Figure 1. M1 wires (run 1).
Scale bar: 50 um.
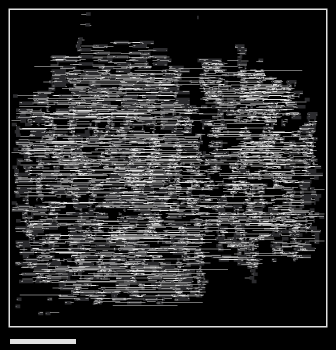
Figure 2. The metal 2 layer (run 1).
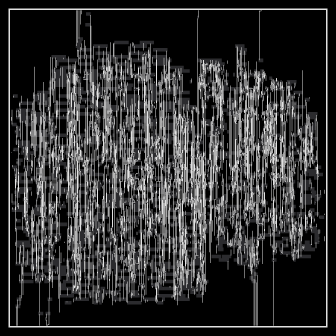
Figure 3. Metal 3 (run 1).
Scale bar: 50 um.
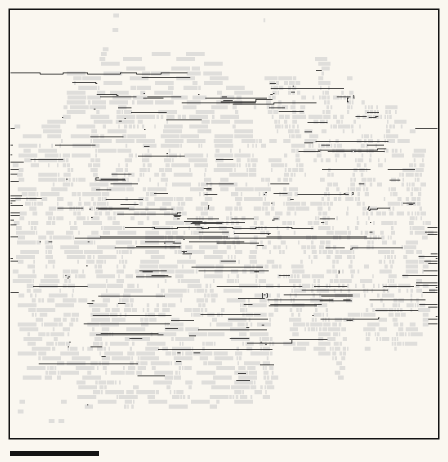
==> config.mk <==
export PLATFORM = sky130hd
export DESIGN_NAME = pulse_train_scheduler
export DESIGN_NICKNAME = d
export VERILOG_FILES = /design/src/rtl/pulse_train_scheduler.sv
export SDC_FILE = /design/constraint.sdc
export NUM_CORES = 1
export LEC_CHECK = 0
export CAP_MARGIN = 20
export CORE_UTILIZATION = 30
export CTS_BUF_LIST = sky130_fd_sc_hd__clkbuf_4 sky130_fd_sc_hd__clkbuf_8
export DETAILED_ROUTE_END_ITERATION = 10
export GPL_TIMING_DRIVEN = 0
export PLACE_DENSITY = 0.47
export SLEW_MARGIN = 10
export SYNTH_ARGS = -nofsm -noshare
export SYNTH_HDL_FRONTEND = slang
export SYNTH_SLANG_ARGS = --single-unit
==> constraint.sdc <==
create_clock -name CLK -period 6.2 [get_ports CLK]
set_input_delay 1.24 -clock CLK [delete_from_list [all_inputs] [get_ports CLK]]
set_output_delay 1.24 -clock CLK [all_outputs]
set_load 0.005 [all_outputs]
==> metrics.csv, run 1 <==
stage;metric;value;unit
run_status;status;completed;
clock_tree;h-tree-depth;2;
synth;aoi_share;13.2;%
grt;grt_overflow_total;0;
clock_tree;ctsHoldBuffers;0;
worst_setup_path;cp-start-kind;input port;
synth;top_area_share;36.4;%
synth;ys_warn_count;0;
synth;avgSynthCellArea;10.8;um2
synth;ys_sh_mux;8.41;%
place;io_buffers;55;
clock_tree;cts_buffers;50;
synth;syn_nets;1795;
clock_tree;clk_latency;0.68;ns
die;die_w;241;um
die;dieArea;58100;um2
synth;netlist_top_cells_count;edfxtp_1, inv_1, ha_1;
timing;clock_skew;0.0571;ns
die;die_y;241;um
clock_tree;cts_buffer_depth;3;
synth;ff_type;edfxtp_1;
synth;synth_cells;1583;
drt;drt-vias-per-instance;5.37;
grt;grt_max_degree;19;
drt;drtIter0Drc;1195;
cells_and_area;final_nets;1925;
worst_setup_path;critPathKind;in -> reg;
worst_setup_path;worstPathRequired;6.71;ns
worst_setup_path;critPathArrivalTime;6.47;ns
grt;grt_pass1_wl;87.1;mm
timing;rsz0062_at_grt;false;
synth;synth_flops;270;
die;io_pins;59;
pwr;power_density;205;nW/um2
synth;synth.area.top_cells;edfxtp_1, ha_1, dfxtp_1, mux4_2, inv_1;
cells_and_area;diodes;0;
hold_path;hold-path-cell-count;2;
timing;worst_pin_slew;1.17;ns
clock_tree;cts.reportedPaths.clkPinSlew;0.06;ns
timing;max_freq;168;MHz
hold_path;worstHoldPathType;reg -> reg;
place;globalplace.congestion;0.884;
synth;synth_top_cell_by_count;edfxtp_1;
place;place_ws;-1.07;ns
job;warning_count;26;
die;core-area;56400;um2
place;dp.cells;2407;
synth;synth-adder-area-share;12.3;%
synth;yosys_cells;1583;
synth;xor_area_share;3.60;%
worst_setup_path;cp-end-kind;register;
cells_and_area;layout.cells.non_filler;2507;
grt;first_global_vias;13400;
clock_tree;clock-sinks;270;
synth;ys_seq_share;43.7;%
die;fp-utilization;30.4;%
cells_and_area;fin_area;20000;um2
place;hpwl;44.8;mm
timing;min_period;5.96;ns
worst_setup_path;ff2ff_setup_slack;0.33;ns
cells_and_area;largest_reg_flops;208;
timing;hold_viol;0;
grt;antenna_found_initial;0;
timing;drv_slew;0;
cells_and_area;layout-drive-gt1-share;11.9;%
synth;simple_gate_area_share;13.2;%
synth;ys_types;87;
cells_and_area;syn2layout_area_growth;16.9;%
worst_setup_path;crit_path_max_fanout;10;
drt;drc;0;
synth;synth_async_sr_flop_share;0;%
timing;layout_setup_ws;0.242;ns
pwr;p_leak;7.50;nW
timing;slew-limit-headroom;22.1;%
synth;topCombFamilyByArea;simple AND/OR/NAND/NOR gates;
clock_tree;cts-root-buf;clkbuf_8;
drt;wl_per_cell;23.8;um
Back to the opening pictures, Figure 1:
The layer carries 26.2 mm of wire. 1,813 nets have wire on it. The longest straight run is 66.7 um.
GR Util met1: 26.8%
WL final: 59.8 mm
Vias: 13,500

Back to the opening pictures, Figure 2:
1,657 nets have wire on it. The longest straight run is 119 um. The layer holds 47% of the routed length. The wires run mostly vertical. The layer carries 28.2 mm of wire.
met2 Usage GRT: 34.6%

Back to the opening pictures, Figure 3:
The longest straight run is 173 um. The layer carries 3,300 um of wire. 164 nets have wire on it. The layer holds 5.5% of the routed length.
met3 usage: 3.40%

## run 1: worst max-delay path, stage by stage
cell	delay (ns)
clkdlybuf4s50_1	0.54
clkdlybuf4s15_1	0.71
o21ai_0	0.16
a2111oi_0	0.83
nand4_1	0.19
o21ai_0	0.31
nor4_1	0.08
a21oi_1	0.42
clkbuf_1	0.44
o21ai_0	0.41
a21o_1	0.27
a31oi_1	0.24
nand3_1	0.18
a2111oi_2	0.45
## run 1: power by group
group | switching (W) | internal [W]
Sequential | 0.0000146 | 0.00197
Clock | 0.000846 | 0.000909
Combinational | 0.000233 | 0.000129
## run 1: layout by cell type (no fill, tap or decap), types with 40 or more instances in the layout
cell / netlist / routed
a21oi_1: 84 / 84
clkbuf_1: 44 / 41
clkbuf_8: 0 / 57
clkdlybuf4s50_1: 0 / 49
dfxtp_1: 62 / 61
edfxtp_1: 208 / 208
ha_1: 168 / 168
inv_1: 176 / 175
nand2_1: 92 / 92
nor2_1: 97 / 83
o21ai_0: 96 / 96
xnor2_1: 40 / 40
## run 1: timing repair
item	in CTS	in global routing
cloned	0	0
setup buffers	3	6
pin swaps	2	2
gates resized	17	17
setup endpoints to repair	34	15
## run 1: cells by family (layout without fill, tap and decap cells)
| family | count (synthesis) | count (layout) |
|---|---|---|
| and+or+nand+nor | 423 | 423 |
| AOI/OAI and AO/OA | 346 | 346 |
| DFF | 270 | 270 |
| buffers and inverters | 243 | 411 |
| adders and majority gates | 168 | 168 |
| muxes | 72 | 72 |
| xor gates and xnor gates | 61 | 61 |
## run 1: stage by stage
step	util, %	total power (W)
floorplan	-	0.00220
global placement	33.1	0.00237
detailed placement	33.4	0.00238
CTS	35.3	0.00414
global route	35.5	0.00426
finish	35.5	0.00410
## run 1: area by class of cell
cell class	count	area (um2)
clock buffer	67	860
fill	5798	36300
clock inverter	23	134
timing repair buffer	79	821
inverter	178	672
tap	756	946
sequential	270	7490
buffer	64	317
multi-input combinational	1070	8800
## run 1: layer usage
layer	vias up	GRT usage, %	part of all wire (%)	wire length [um]
li1	6232	-	-	-
met1	6746	26.8	44	26200
met2	398	34.6	47	28200
met3	94	3.40	5.5	3300
met4	0	7.84	3.4	2020
met5	-	0	0	0
==> inputs of run 2 (changes only) <==
==> constraint.sdc (replaced) <==
create_clock -name CLK -period 6.2 [get_ports CLK]
set_input_delay 1.24 -clock CLK [delete_from_list [all_inputs] [get_ports CLK]]
set_output_delay 1.24 -clock CLK [all_outputs]
set_load 0.05 [all_outputs]
==> metrics.csv, run 2 <==
stage;metric;value;unit;change
pwr;p_leak;7.50;nW;unchanged
drt;drt-vias-per-instance;5.37;;unchanged
cells_and_area;layout_top_cells;edfxtp_1, inv_1, ha_1;;unchanged
place;io_buffers;55;;unchanged
timing;drv_slew;0;;unchanged
clock_tree;ctsHoldBuffers;0;;unchanged
timing;min_period;5.96;ns;unchanged
pwr;power_density;205;nW/um2;about the same
grt;grt_overflow_total;0;;unchanged
grt;antenna_found_initial;0;;unchanged
cells_and_area;final_nets;1925;;unchanged
worst_setup_path;critPathKind;in -> reg;;unchanged
timing;layout_worst_path_cycle_share;96.1;%;unchanged
cells_and_area;regArea;7490;um2;unchanged
clock_tree;clk_latency;0.68;ns;about the same
clock_tree;cts_buffer_depth;3;;unchanged
synth;ys_seq_share;43.7;%;unchanged
worst_setup_path;cp-start-kind;input port;;unchanged
cells_and_area;diodes;0;;unchanged
synth;avgSynthCellArea;10.8;um2;unchanged
cells_and_area;layout.area.comb;8800;um2;unchanged
cells_and_area;syn2layout_area_growth;16.9;%;unchanged
synth;synth.area.top_cells;edfxtp_1, ha_1, dfxtp_1, mux4_2, inv_1;;unchanged
timing;layout_setup_ws;0.242;ns;unchanged
synth;ff_type;edfxtp_1;;unchanged
cells_and_area;largest_reg_flops;208;;unchanged
die;dieArea;58100;um2;unchanged
place;hpwl;44.8;mm;unchanged
cells_and_area;postLayoutCoreUtil;35.5;%;unchanged
pwr;finalPower;0.00411;W;was 0.00410 W
synth;synth_async_sr_flop_share;0;%;unchanged
cells_and_area;filler_cell_count;5798;;unchanged
drt;num_vias;13500;;unchanged
drt;drc;0;;unchanged
timing;clock_skew;0.0571;ns;unchanged
synth;yosys_cells;1583;;unchanged
grt;first_global_vias;13400;;unchanged
cells_and_area;layout-drive-gt1-share;11.9;%;unchanged
synth;netlist_top_cells_count;edfxtp_1, inv_1, ha_1;;unchanged
timing;hold_viol;0;;unchanged
synth;ys_types;87;;unchanged
run_status;status;completed;;unchanged
synth;synth_top_cell_by_count;edfxtp_1;;unchanged
grt;grt_pass1_wl;87.1;mm;unchanged
synth;top_area_share;36.4;%;unchanged
clock_tree;cts_buffers;50;;unchanged
grt;grt_max_degree;19;;unchanged
synth;synth_flops;270;;unchanged
timing;rsz0062_at_grt;false;;unchanged
clock_tree;cts-root-buf;clkbuf_8;;unchanged
die;io_pins;59;;unchanged
worst_setup_path;worstPathRequired;6.71;ns;about the same
worst_setup_path;critPathArrivalTime;6.47;ns;about the same
clock_tree;clock-sinks;270;;unchanged
die;fp-utilization;30.4;%;unchanged
hold_path;worstHoldPathType;reg -> reg;;unchanged
place;globalplace.congestion;0.884;;unchanged
clock_tree;cts.reportedPaths.clkPinSlew;0.06;ns;about the same
die;die_w;241;um;unchanged
drt;wl_per_cell;23.8;um;unchanged
synth;syn_nets;1795;;unchanged
synth;synth_cells;1583;;unchanged
worst_setup_path;crit_path_max_fanout;10;;unchanged
drt;wl;59.8;mm;unchanged
timing;slew-limit-headroom;22.1;%;unchanged
worst_setup_path;cp-end-kind;register;;unchanged
hold_path;hold-path-cell-count;2;;unchanged
drt;drtIter0Drc;1195;;unchanged
synth;ys_warn_count;0;;unchanged
timing;worst_pin_slew;1.17;ns;unchanged
pwr;irDropWorstVdd;0.156;mV;unchanged
[run 2: final cells by class]
cell class / instances / area share (%)
buffer: 64 / 1.58
clock buffer: 67 / 4.29
clock inverter: 23 / 0.668
inverter: 178 / 3.35
multi-input combinational: 1070 / 43.9
sequential: 270 / 37.4
tap: 756 / 4.72
timing repair buffer: 79 / 4.10
[run 2: metal layers]
metal	part of all wire, %	track usage, %	routed length, um
met5	0	0	0
met4	3.4	7.84	2020
met3	5.5	3.40	3300
met2	47	34.6	28200
met1	44	26.8	26200
[run 2: metrics by stage]
stage	cells	instance area (um2)	setup TNS (ns)
2_1_floorplan	1583	17100	0
3_3_place_gp	2394	18600	-26.02
3_5_place_dp	2407	18900	-25.76
4_1_cts	2500	19900	0
5_1_grt	2507	20000	0
6_report	2507	20000	0
[run 2: kinds of logic (layout without fill, tap and decap cells)]
| kind of cell | Yosys count | after routing | synth area share [%] |
|---|---|---|---|
| AOI/OAI and AO/OA | 346 | 346 | 13.2 |
| xor gates and xnor gates | 61 | 61 | 3.60 |
| adders and majority gates | 168 | 168 | 12.3 |
| buffers and inverters | 243 | 411 | 5.61 |
| DFF | 270 | 270 | 43.7 |
| muxes | 72 | 72 | 8.41 |
| and+or+nand+nor | 423 | 423 | 13.2 |
[run 2: worst max-delay path, cell delays in order]
cell,delay (ns)
clkdlybuf4s50_1,0.54
clkdlybuf4s15_1,0.71
o21ai_0,0.16
a2111oi_0,0.83
nand4_1,0.19
o21ai_0,0.31
nor4_1,0.08
a21oi_1,0.42
clkbuf_1,0.44
o21ai_0,0.41
a21o_1,0.27
a31oi_1,0.24
nand3_1,0.18
a2111oi_2,0.45
[run 2: power by group]
part           switching (W)  leakage, nW  internal, W
Combinational       0.000239         4.58     0.000129
Clock               0.000846        0.532     0.000909
Sequential         0.0000146         2.38      0.00197
Total                0.00110         7.50      0.00301
[run 2: repair_timing]
item                       4_1_cts  5_1_grt
buffers inserted                 3        6
setup endpoints to repair       34       15
pin swaps                        2        2
resized                         17       17
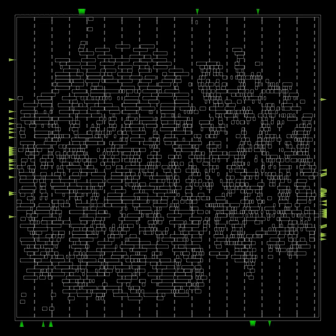
Figure 4: run 2, cell placement.
tap cells: 756
Core Area: 56,400 um2
final std cells w/o fill: 2,507

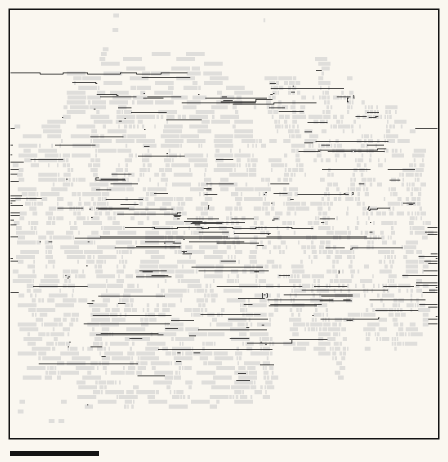
Figure 5: run 2, metal 3.
Scale bar: 50 um.
The wires run mostly horizontal. 164 nets have wire on it. The layer holds 5.5% of the routed length. The longest straight run is 173 um.

No activity file was given, so power comes from the tool's default toggle rates.
